==> src/rtl/change_dispenser.sv <==
// change_dispenser: breaks a change amount into coins by greedy subtraction
// and hands them one at a time to the coin ejector over a valid/ready link.
module change_dispenser #(
    parameter int unsigned WIDTH   = 5,
    parameter int unsigned VAL_HI  = 10,
    parameter int unsigned VAL_MID = 5,
    parameter int unsigned VAL_LO  = 1
) (
    input  logic             clk,
    input  logic             rst_n,
    input  logic             start,
    input  logic [WIDTH-1:0] amount,
    input  logic             abort,
    input  logic             coin_ready,
    output logic             coin_valid,
    output logic [1:0]       coin_sel,
    output logic             busy,
    output logic             done,
    output logic [WIDTH-1:0] remaining,
    output logic [WIDTH-1:0] coin_count
);

    typedef enum logic [1:0] {
        S_IDLE    = 2'd0,
        S_SELECT  = 2'd1,
        S_PRESENT = 2'd2,
        S_DONE    = 2'd3
    } state_t;

    state_t           state;
    logic [WIDTH-1:0] coin_value_c;
    logic [WIDTH-1:0] remaining_next_c;

    // Value of the coin currently presented and the amount left after it is taken.
    always_comb begin
        coin_value_c = WIDTH'(VAL_LO);
        case (coin_sel)
            2'd2:    coin_value_c = WIDTH'(VAL_HI);
            2'd1:    coin_value_c = WIDTH'(VAL_MID);
            default: coin_value_c = WIDTH'(VAL_LO);
        endcase
        // Greedy choice keeps coin_value_c <= remaining, so this never borrows.
        remaining_next_c = remaining - coin_value_c;
    end

    // Dispense FSM with registered outputs; abort takes priority over a handshake.
    always_ff @(posedge clk or negedge rst_n) begin
        if (!rst_n) begin
            state      <= S_IDLE;
            coin_valid <= 1'b0;
            coin_sel   <= 2'd0;
            busy       <= 1'b0;
            done       <= 1'b0;
            remaining  <= '0;
            coin_count <= '0;
        end else begin
            case (state)
                S_IDLE: begin
                    done <= 1'b0;
                    if (start) begin
                        remaining  <= amount;
                        coin_count <= '0;
                        busy       <= 1'b1;
                        if (amount == '0) begin
                            state <= S_DONE;
                            done  <= 1'b1;
                        end else begin
                            state <= S_SELECT;
                        end
                    end
                end
                S_SELECT: begin
                    if (abort) begin
                        state <= S_IDLE;
                        busy  <= 1'b0;
                    end else begin
                        if (remaining >= WIDTH'(VAL_HI)) begin
                            coin_sel <= 2'd2;
                        end else if (remaining >= WIDTH'(VAL_MID)) begin
                            coin_sel <= 2'd1;
                        end else begin
                            coin_sel <= 2'd0;
                        end
                        coin_valid <= 1'b1;
                        state      <= S_PRESENT;
                    end
                end
                S_PRESENT: begin
                    if (abort) begin
                        state      <= S_IDLE;
                        coin_valid <= 1'b0;
                        busy       <= 1'b0;
                    end else if (coin_ready) begin
                        remaining  <= remaining_next_c;
                        coin_count <= coin_count + WIDTH'(1);
                        coin_valid <= 1'b0;
                        if (remaining_next_c == '0) begin
                            state <= S_DONE;
                            done  <= 1'b1;
                        end else begin
                            state <= S_SELECT;
                        end
                    end
                end
                S_DONE: begin
                    done  <= 1'b0;
                    busy  <= 1'b0;
                    state <= S_IDLE;
                end
                default: begin
                    state <= S_IDLE;
                end
            endcase
        end
    end

endmodule
==> config.mk <==
export PLATFORM = sky130hd
export DESIGN_NAME = change_dispenser
export DESIGN_NICKNAME = d
export VERILOG_FILES = /design/src/rtl/change_dispenser.sv
export SDC_FILE = /design/constraint.sdc
export NUM_CORES = 1
export LEC_CHECK = 0
export ABC_CLOCK_PERIOD_IN_PS = 6600
export CORE_ASPECT_RATIO = 0.8
export CORE_UTILIZATION = 56
export CTS_BUF_LIST = sky130_fd_sc_hd__clkbuf_8
export DETAILED_ROUTE_END_ITERATION = 8
export PLACE_DENSITY = 0.85
export REMOVE_ABC_BUFFERS = 1
export SYNTH_ARGS = -nofsm -noshare
export SYNTH_HDL_FRONTEND = slang
export SYNTH_SLANG_ARGS = --single-unit
==> constraint.sdc <==
create_clock -name clk -period 6.6 [get_ports clk]
set_clock_uncertainty 0.05 [all_clocks]
set_input_delay 0.99 -clock clk [delete_from_list [all_inputs] [get_ports clk]]
set_output_delay 0.99 -clock clk [all_outputs]
set_load 0.01 [all_outputs]
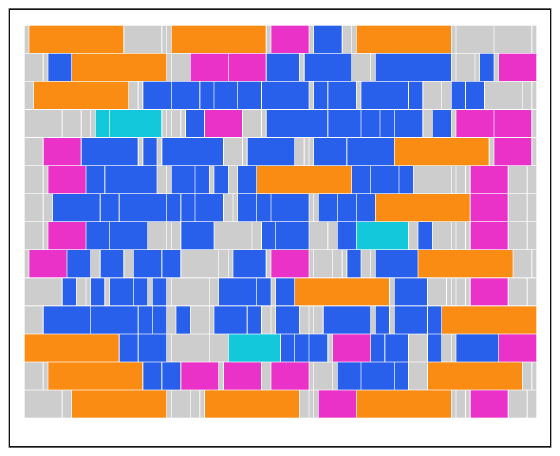
*Cell classes on the final placement, run 1*
Fill, decap, tap and diode cells in gray.
| color | class | cells | share of their area |
|---|---|---|---|
| blue | combinational and other logic | 101 | 50% |
| cyan | clock drivers and dummy loads | 4 | 3.2% |
| orange | sequential cells | 17 | 30% |
| magenta | remaining buffers and delay cells | 24 | 17% |
sequential fraction of total cell area: 29.6%
final core utilization: 76.1%

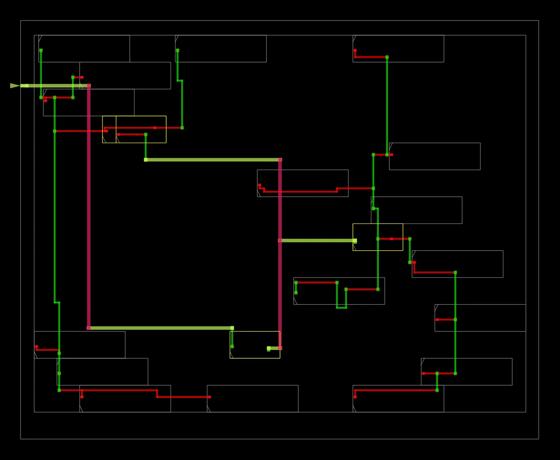
*The clock network, run 1*
clock tree buffer count of the final layout: 3
Insertion Delay late pin: 0.26 ns

==> metrics.cfg, run 1 <==
[run_status]
result_of_the_run=complete, no violations

[final_layout]
area_growth_syn_to_layout_pct=26.7
comb_cells=94
antennaDiodeCount=0
finalNetCount=167
nFillCells=142

[clock_tree]
root_buffer=sky130_fd_sc_hd__clkbuf_8
clk_transition_reported_paths_ns=0.07
cts_sinks=17
clock_tree.buffer_depth=2

[die]
die_height_um=42.3
tapcell.inserted=24
initial_core_util_pct=60.1
chip_area_um2=2210

[synth]
yosysUniqueCellTypes=39
mux_share_pct=2.20
synth.top_cells.by_count=sky130_fd_sc_hd__dfrtp_1 (17), sky130_fd_sc_hd__nor2_1 (14), sky130_fd_sc_hd__nand2_1 (11), sky130_fd_sc_hd__ha_1 (9), sky130_fd_sc_hd__a21oi_1 (8)
syn_avg_cell_area_um2=9.47
fraction_of_the_mapped_netlist_area_in_simple_logic_gates_pct=21.3
yosysWarningCount=0
synth_chip_area_um2=1140
synth_async_sr_flop_share_pct=100
yosys.area_share.aoi_pct=19.4
netlist_top_cells_area=sky130_fd_sc_hd__dfrtp_1 (37%), sky130_fd_sc_hd__ha_1 (9.9%), sky130_fd_sc_hd__nor2_1 (4.6%), sky130_fd_sc_hd__nand2_1 (3.6%), sky130_fd_sc_hd__a21oi_1 (3.5%)
synth_seq_share_pct=37.4

[final_timing]
clock_period_minus_worst_slack_ns=2.60
min_period_over_period_pct=39.4
max-slew-margin-rel_pct=48.0
endpoints_failing_hold=0

[critical_path]
ff2ff_setup_slack_ns=4.16
crit-reg2reg-launch=coin_sel[0]
timing.critical_path.from_type=input port
endpoint_kind=flop
arrival_ns=2.70
worst_path_depth=6

[job]
stage_log_warnings=28

[worst_hold_path]
worst_hold_path.num_cells=2
min_to=coin_sel[0]

[routing]
route.layer.met1.wl_um=1240
drtIter0Drc=37
antenna_violating_nets_post_route=0
wl_per_cell_um=15.4
wl_met2_um=1210

[placement]
pre_cts_ws_ns=3.77

[grt]
grt_pass1_wl_um=4360

[power_and_ir_drop]
static-leakage-power_nw=0.639

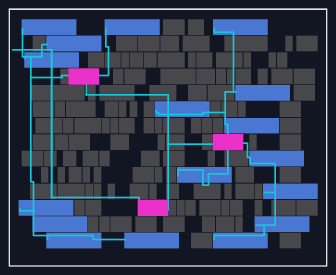
*Clock wires, drivers and flops, run 1*
[blue] flip-flops | count: 17
[magenta] clock drivers | count: 3
[cyan] clock wires | length: 270 um
flops lie: all over the die
routed clock nets: 4

## run 1: stage by stage
stage | total power (W) | instances | cell area [um^2] | hold slack (ns)
detailed placement | 0.000625 | 166 | 1390 | 0.446
CTS | 0.000712 | 170 | 1440 | 0.477
global placement | 0.000611 | 166 | 1390 | 0.450
floorplan | 0.000485 | 118 | 1120 | 0.490
global route | 0.000766 | 170 | 1440 | 0.493
finish | 0.000713 | 170 | 1440 | 0.471
## run 1: sequential cells by signal (all words and copies together), names as in the netlist
name,flops
coin_count,5
remaining,5
coin_sel,2
state,2
busy,1
coin_valid,1
done,1
## run 1: where the power goes
part	internal, W	switching [W]
Combinational	0.000209	0.000239
Clock	0.0000414	0.0000375
Sequential	0.000143	0.0000433
### Routed metal, one color a layer, run 1

The bar under the picture is 20 um long. Only two layers are drawn.
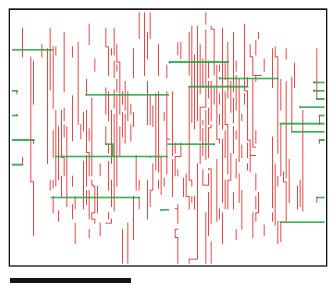

--- run 2 (diff from run 1) ---
--- a/config.mk
+++ b/config.mk
@@ -5,12 +5,12 @@
 export SDC_FILE = /design/constraint.sdc
 export NUM_CORES = 1
 export LEC_CHECK = 0
-export ABC_CLOCK_PERIOD_IN_PS = 6600
+export ABC_CLOCK_PERIOD_IN_PS = 2600
 export CORE_ASPECT_RATIO = 0.8
-export CORE_UTILIZATION = 56
+export CORE_UTILIZATION = 52
 export CTS_BUF_LIST = sky130_fd_sc_hd__clkbuf_8
 export DETAILED_ROUTE_END_ITERATION = 8
-export PLACE_DENSITY = 0.85
+export PLACE_DENSITY = 0.8
 export REMOVE_ABC_BUFFERS = 1
 export SYNTH_ARGS = -nofsm -noshare
 export SYNTH_HDL_FRONTEND = slang
==> constraint.sdc (replaced) <==
create_clock -name clk -period 2.6 [get_ports clk]
set_clock_uncertainty 0.05 [all_clocks]
set_input_delay 0.39 -clock clk [delete_from_list [all_inputs] [get_ports clk]]
set_output_delay 0.39 -clock clk [all_outputs]
set_load 0.01 [all_outputs]
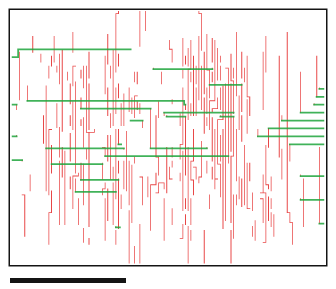
*Routed metal, one color a layer, run 2*
The bar under the picture is 20 um long. Only two layers are drawn.
| color | layer | wire length |
|---|---|---|
| green | metal 3 | 216 um |
| red | metal 2 | 1210 um |

==> run 2 against run 1 <==
  * Largest cell class unchanged
  * Clock power rose to 2.5 times the previous value
  * Sequential share of layout area down 0.31 points
  * Setup slack lost 3.8 ns
  * Power increased to 2.6 times the previous value
  * Highest routed layer unchanged
  * Register-to-register slack worse by 4.0 ns
  * Non-clock buffer count is 2 higher
  * Via count rose by 1.2%
  * Sequential cell count did not move
  * First-iteration DRC count fell by 62%
  * Utilization is 2.0 points lower
==> metrics.cfg, run 2 <==
[synth]
yosysWarningCount=0  ; unchanged
synth_chip_area_um2=1140  ; unchanged
netlist_top_cells_area=sky130_fd_sc_hd__dfrtp_1 (37%), sky130_fd_sc_hd__ha_1 (9.9%), sky130_fd_sc_hd__nor2_1 (4.6%), sky130_fd_sc_hd__nand2_1 (3.6%), sky130_fd_sc_hd__a21oi_1 (3.5%)
synth-edff-count=0
yosysUniqueCellTypes=39  ; unchanged
synth_seq_share_pct=37.4  ; unchanged
syn_avg_cell_area_um2=9.47  ; unchanged
synth_async_sr_flop_share_pct=100  ; unchanged
synth.top_cells.by_count=sky130_fd_sc_hd__dfrtp_1 (17), sky130_fd_sc_hd__nor2_1 (14), sky130_fd_sc_hd__nand2_1 (11), sky130_fd_sc_hd__ha_1 (9), sky130_fd_sc_hd__a21oi_1 (8)

[final_layout]
antennaDiodeCount=0  ; unchanged
lay_top_count=sky130_fd_sc_hd__clkdlybuf4s50_1
area_growth_syn_to_layout_pct=28.0
fin_area_um2=1450  ; +1.0%
largest_registers=coin_count x5, remaining x5
finalNetCount=169  ; +1.2%
final_core_utilization_pct=74.1  ; -2.0 points
post_layout_nonfiller_instances=172  ; +1.2%

[routing]
drtIter0Drc=14  ; -62%
wl_met2_um=1210  ; about the same
route.layer.met1.wl_um=1250  ; +1.1%
wl_per_cell_um=15.7  ; +1.9%

[die]
initial_core_util_pct=57.9  ; -2.1 points
chip_area_um2=2380  ; +7.4%

[placement]
pre_cts_ws_ns=0.169  ; -3.60 ns
cell_area_after_placement_um2=1410  ; +1.1%
dp_cells=168  ; +1.2%

[critical_path]
endpoint_kind=flop
ff2ff_setup_slack_ns=0.15  ; -4.01 ns
arrival_ns=2.54  ; -0.16 ns
timing.critical_path.from_type=flop
worst_path_depth=9  ; +3

[final_timing]
min_period_over_period_pct=94.1
endpoints_failing_hold=0  ; unchanged
max-slew-margin-rel_pct=48.7  ; +0.68 points
fin_worst_hold_slack_ns=0.476  ; +0.00460 ns

[clock_tree]
cts_sinks=17  ; unchanged
clock_tree.buffer_depth=2  ; unchanged
root_buffer=sky130_fd_sc_hd__clkbuf_8
clk_transition_reported_paths_ns=0.07  ; about the same

[grt]
grt_pass1_wl_um=4270  ; -2.0%

[power_and_ir_drop]
static-leakage-power_nw=0.649  ; +1.6%

[worst_hold_path]
min_to=coin_sel[1]
worst_hold_path.num_cells=1  ; -1

[run_status]
result_of_the_run=complete, no violations

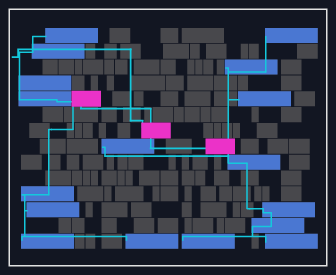
*Clock wires, drivers and flops, run 2*
Insertion Delay late pin: 0.25 ns
clock group total power: 0.000200 W
Clock power frac: 10.9%

-- run 2: kinds of logic (layout without fill, tap and decap cells) --
group	after synthesis	in the layout	synth area share (%)
buf+inv	9	37	3.41
compound gates	29	29	19.4
xor+xnor	6	6	4.63
mux	2	2	2.20
simple gates	47	47	21.3
flops	17	17	37.4
fa+ha+maj	10	10	11.7
-- run 2: power breakdown --
part           internal (W)  leakage [nW]  switching (W)
sequential         0.000364         0.213       0.000109
clock              0.000105        0.0269      0.0000949
combinational      0.000552         0.409       0.000611
-- run 2: final cells by class --
class / instances / area [um^2]
Clock buffer: 3 / 41.3
Multi-Input combinational cell: 94 / 672
Fill cell: 158 / 508
Timing Repair Buffer: 26 / 255
Inverter: 7 / 26.3
Sequential cell: 17 / 425
Tap cell: 24 / 30.0
Clock inverter: 1 / 3.75
--- run 3 (diff from run 2) ---
--- a/config.mk
+++ b/config.mk
@@ -5,6 +5,7 @@
 export SDC_FILE = /design/constraint.sdc
 export NUM_CORES = 1
 export LEC_CHECK = 0
+export ABC_AREA = 0
 export ABC_CLOCK_PERIOD_IN_PS = 2600
 export CORE_ASPECT_RATIO = 0.8
 export CORE_UTILIZATION = 52
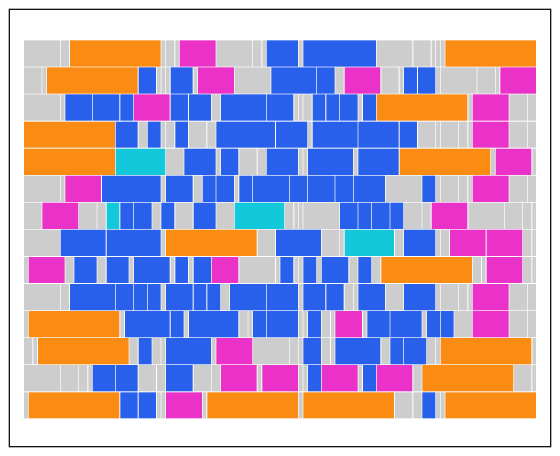
*Cell classes on the final placement, run 3*
Fill, decap, tap and diode cells in gray.
| color | class | cells | share of their area |
|---|---|---|---|
| cyan | clock drivers and dummy loads | 4 | 3.2% |
| orange | sequential cells | 17 | 30% |
| magenta | remaining buffers and delay cells | 26 | 18% |
| blue | combinational and other logic | 101 | 49% |

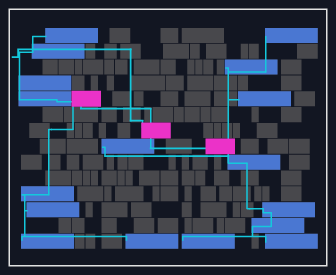
*Clock wires, drivers and flops, run 3*
[cyan] clock wires | length: 246 um
[magenta] clock drivers | count: 3
[blue] flip-flops | count: 17
flops lie: all over the die
routed clock nets: 4

==> run 3 against run 2 <==
  * Sequential share of layout area unchanged
  * Sequential cell count unchanged
  * First-iteration DRC count unchanged
  * Combinational power about the same
  * Via count unchanged
  * Non-clock buffer count unchanged
  * Critical path depth unchanged
  * Maximum frequency unchanged
  * Hold slack unchanged
  * Critical endpoint unchanged
  * Highest routed layer unchanged
==> metrics.cfg, run 3 <==
[placement]
cell_area_after_placement_um2=1410  ; unchanged
pre_cts_ws_ns=0.169  ; unchanged

[run_status]
result_of_the_run=complete, no violations

[die]
initial_core_util_pct=57.9  ; unchanged
chip_area_um2=2380  ; unchanged

[final_timing]
endpoints_failing_hold=0  ; unchanged
max-slew-margin-rel_pct=48.7  ; unchanged

[final_layout]
largest_registers=coin_count x5, remaining x5
fin_area_um2=1450  ; unchanged
post_layout_nonfiller_instances=172  ; unchanged
final_core_utilization_pct=74.1  ; unchanged
nFillCells=158  ; unchanged
finalNetCount=169  ; unchanged
final-seq-area_um2=425  ; unchanged

[critical_path]
arrival_ns=2.54  ; about the same
endpoint_kind=flop
worst_path_depth=9  ; unchanged
ff2ff_setup_slack_ns=0.15  ; about the same
timing.critical_path.from_type=flop

[synth]
synth_chip_area_um2=1140  ; unchanged
netlist_top_cells_area=sky130_fd_sc_hd__dfrtp_1 (37%), sky130_fd_sc_hd__ha_1 (9.9%), sky130_fd_sc_hd__nor2_1 (4.6%), sky130_fd_sc_hd__nand2_1 (3.6%), sky130_fd_sc_hd__a21oi_1 (3.5%)
synth_async_sr_flop_share_pct=100  ; unchanged
ys_sh_xor_pct=4.63  ; unchanged
synth_seq_share_pct=37.4  ; unchanged
synth.top_cells.by_count=sky130_fd_sc_hd__dfrtp_1 (17), sky130_fd_sc_hd__nor2_1 (14), sky130_fd_sc_hd__nand2_1 (11), sky130_fd_sc_hd__ha_1 (9), sky130_fd_sc_hd__a21oi_1 (8)
fraction_of_the_mapped_netlist_area_in_simple_logic_gates_pct=21.3  ; unchanged
synth.comb.largest_family=simple AND/OR/NAND/NOR gates
synth-edff-count=0  ; unchanged

[grt]
grt_pass1_wl_um=4270  ; unchanged

[clock_tree]
root_buffer=sky130_fd_sc_hd__clkbuf_8
clock_tree.buffer_depth=2  ; unchanged
clk_transition_reported_paths_ns=0.07  ; about the same
cts_sinks=17  ; unchanged

[worst_hold_path]
worst_hold_path.num_cells=1  ; unchanged

[power_and_ir_drop]
static-leakage-power_nw=0.649  ; unchanged

## run 3: metal layers
metal / part of all wire (%) / track usage (%) / vias up
met2: 45 / 39.8 / 44
met3: 8.0 / 7.72 / 4
met5: 0 / 0 / -
met4: 0.96 / 8.21 / 0
li1: - / - / 485
met1: 46 / 34.2 / 468
## run 3: final cells by class
cell class | instances | area share, %
multi-input combinational | 94 | 46.2
sequential | 17 | 29.3
timing repair buffer | 26 | 17.6
clock buffer | 3 | 2.84
tap | 24 | 2.07
inverter | 7 | 1.81
clock inverter | 1 | 0.258
## run 3: power breakdown
group          internal [W]  switching (W)  total (W)
Sequential         0.000364       0.000109   0.000472
Clock              0.000105      0.0000949   0.000200
Combinational      0.000552       0.000611    0.00116
No activity file was given, so power comes from the tool's default toggle rates.
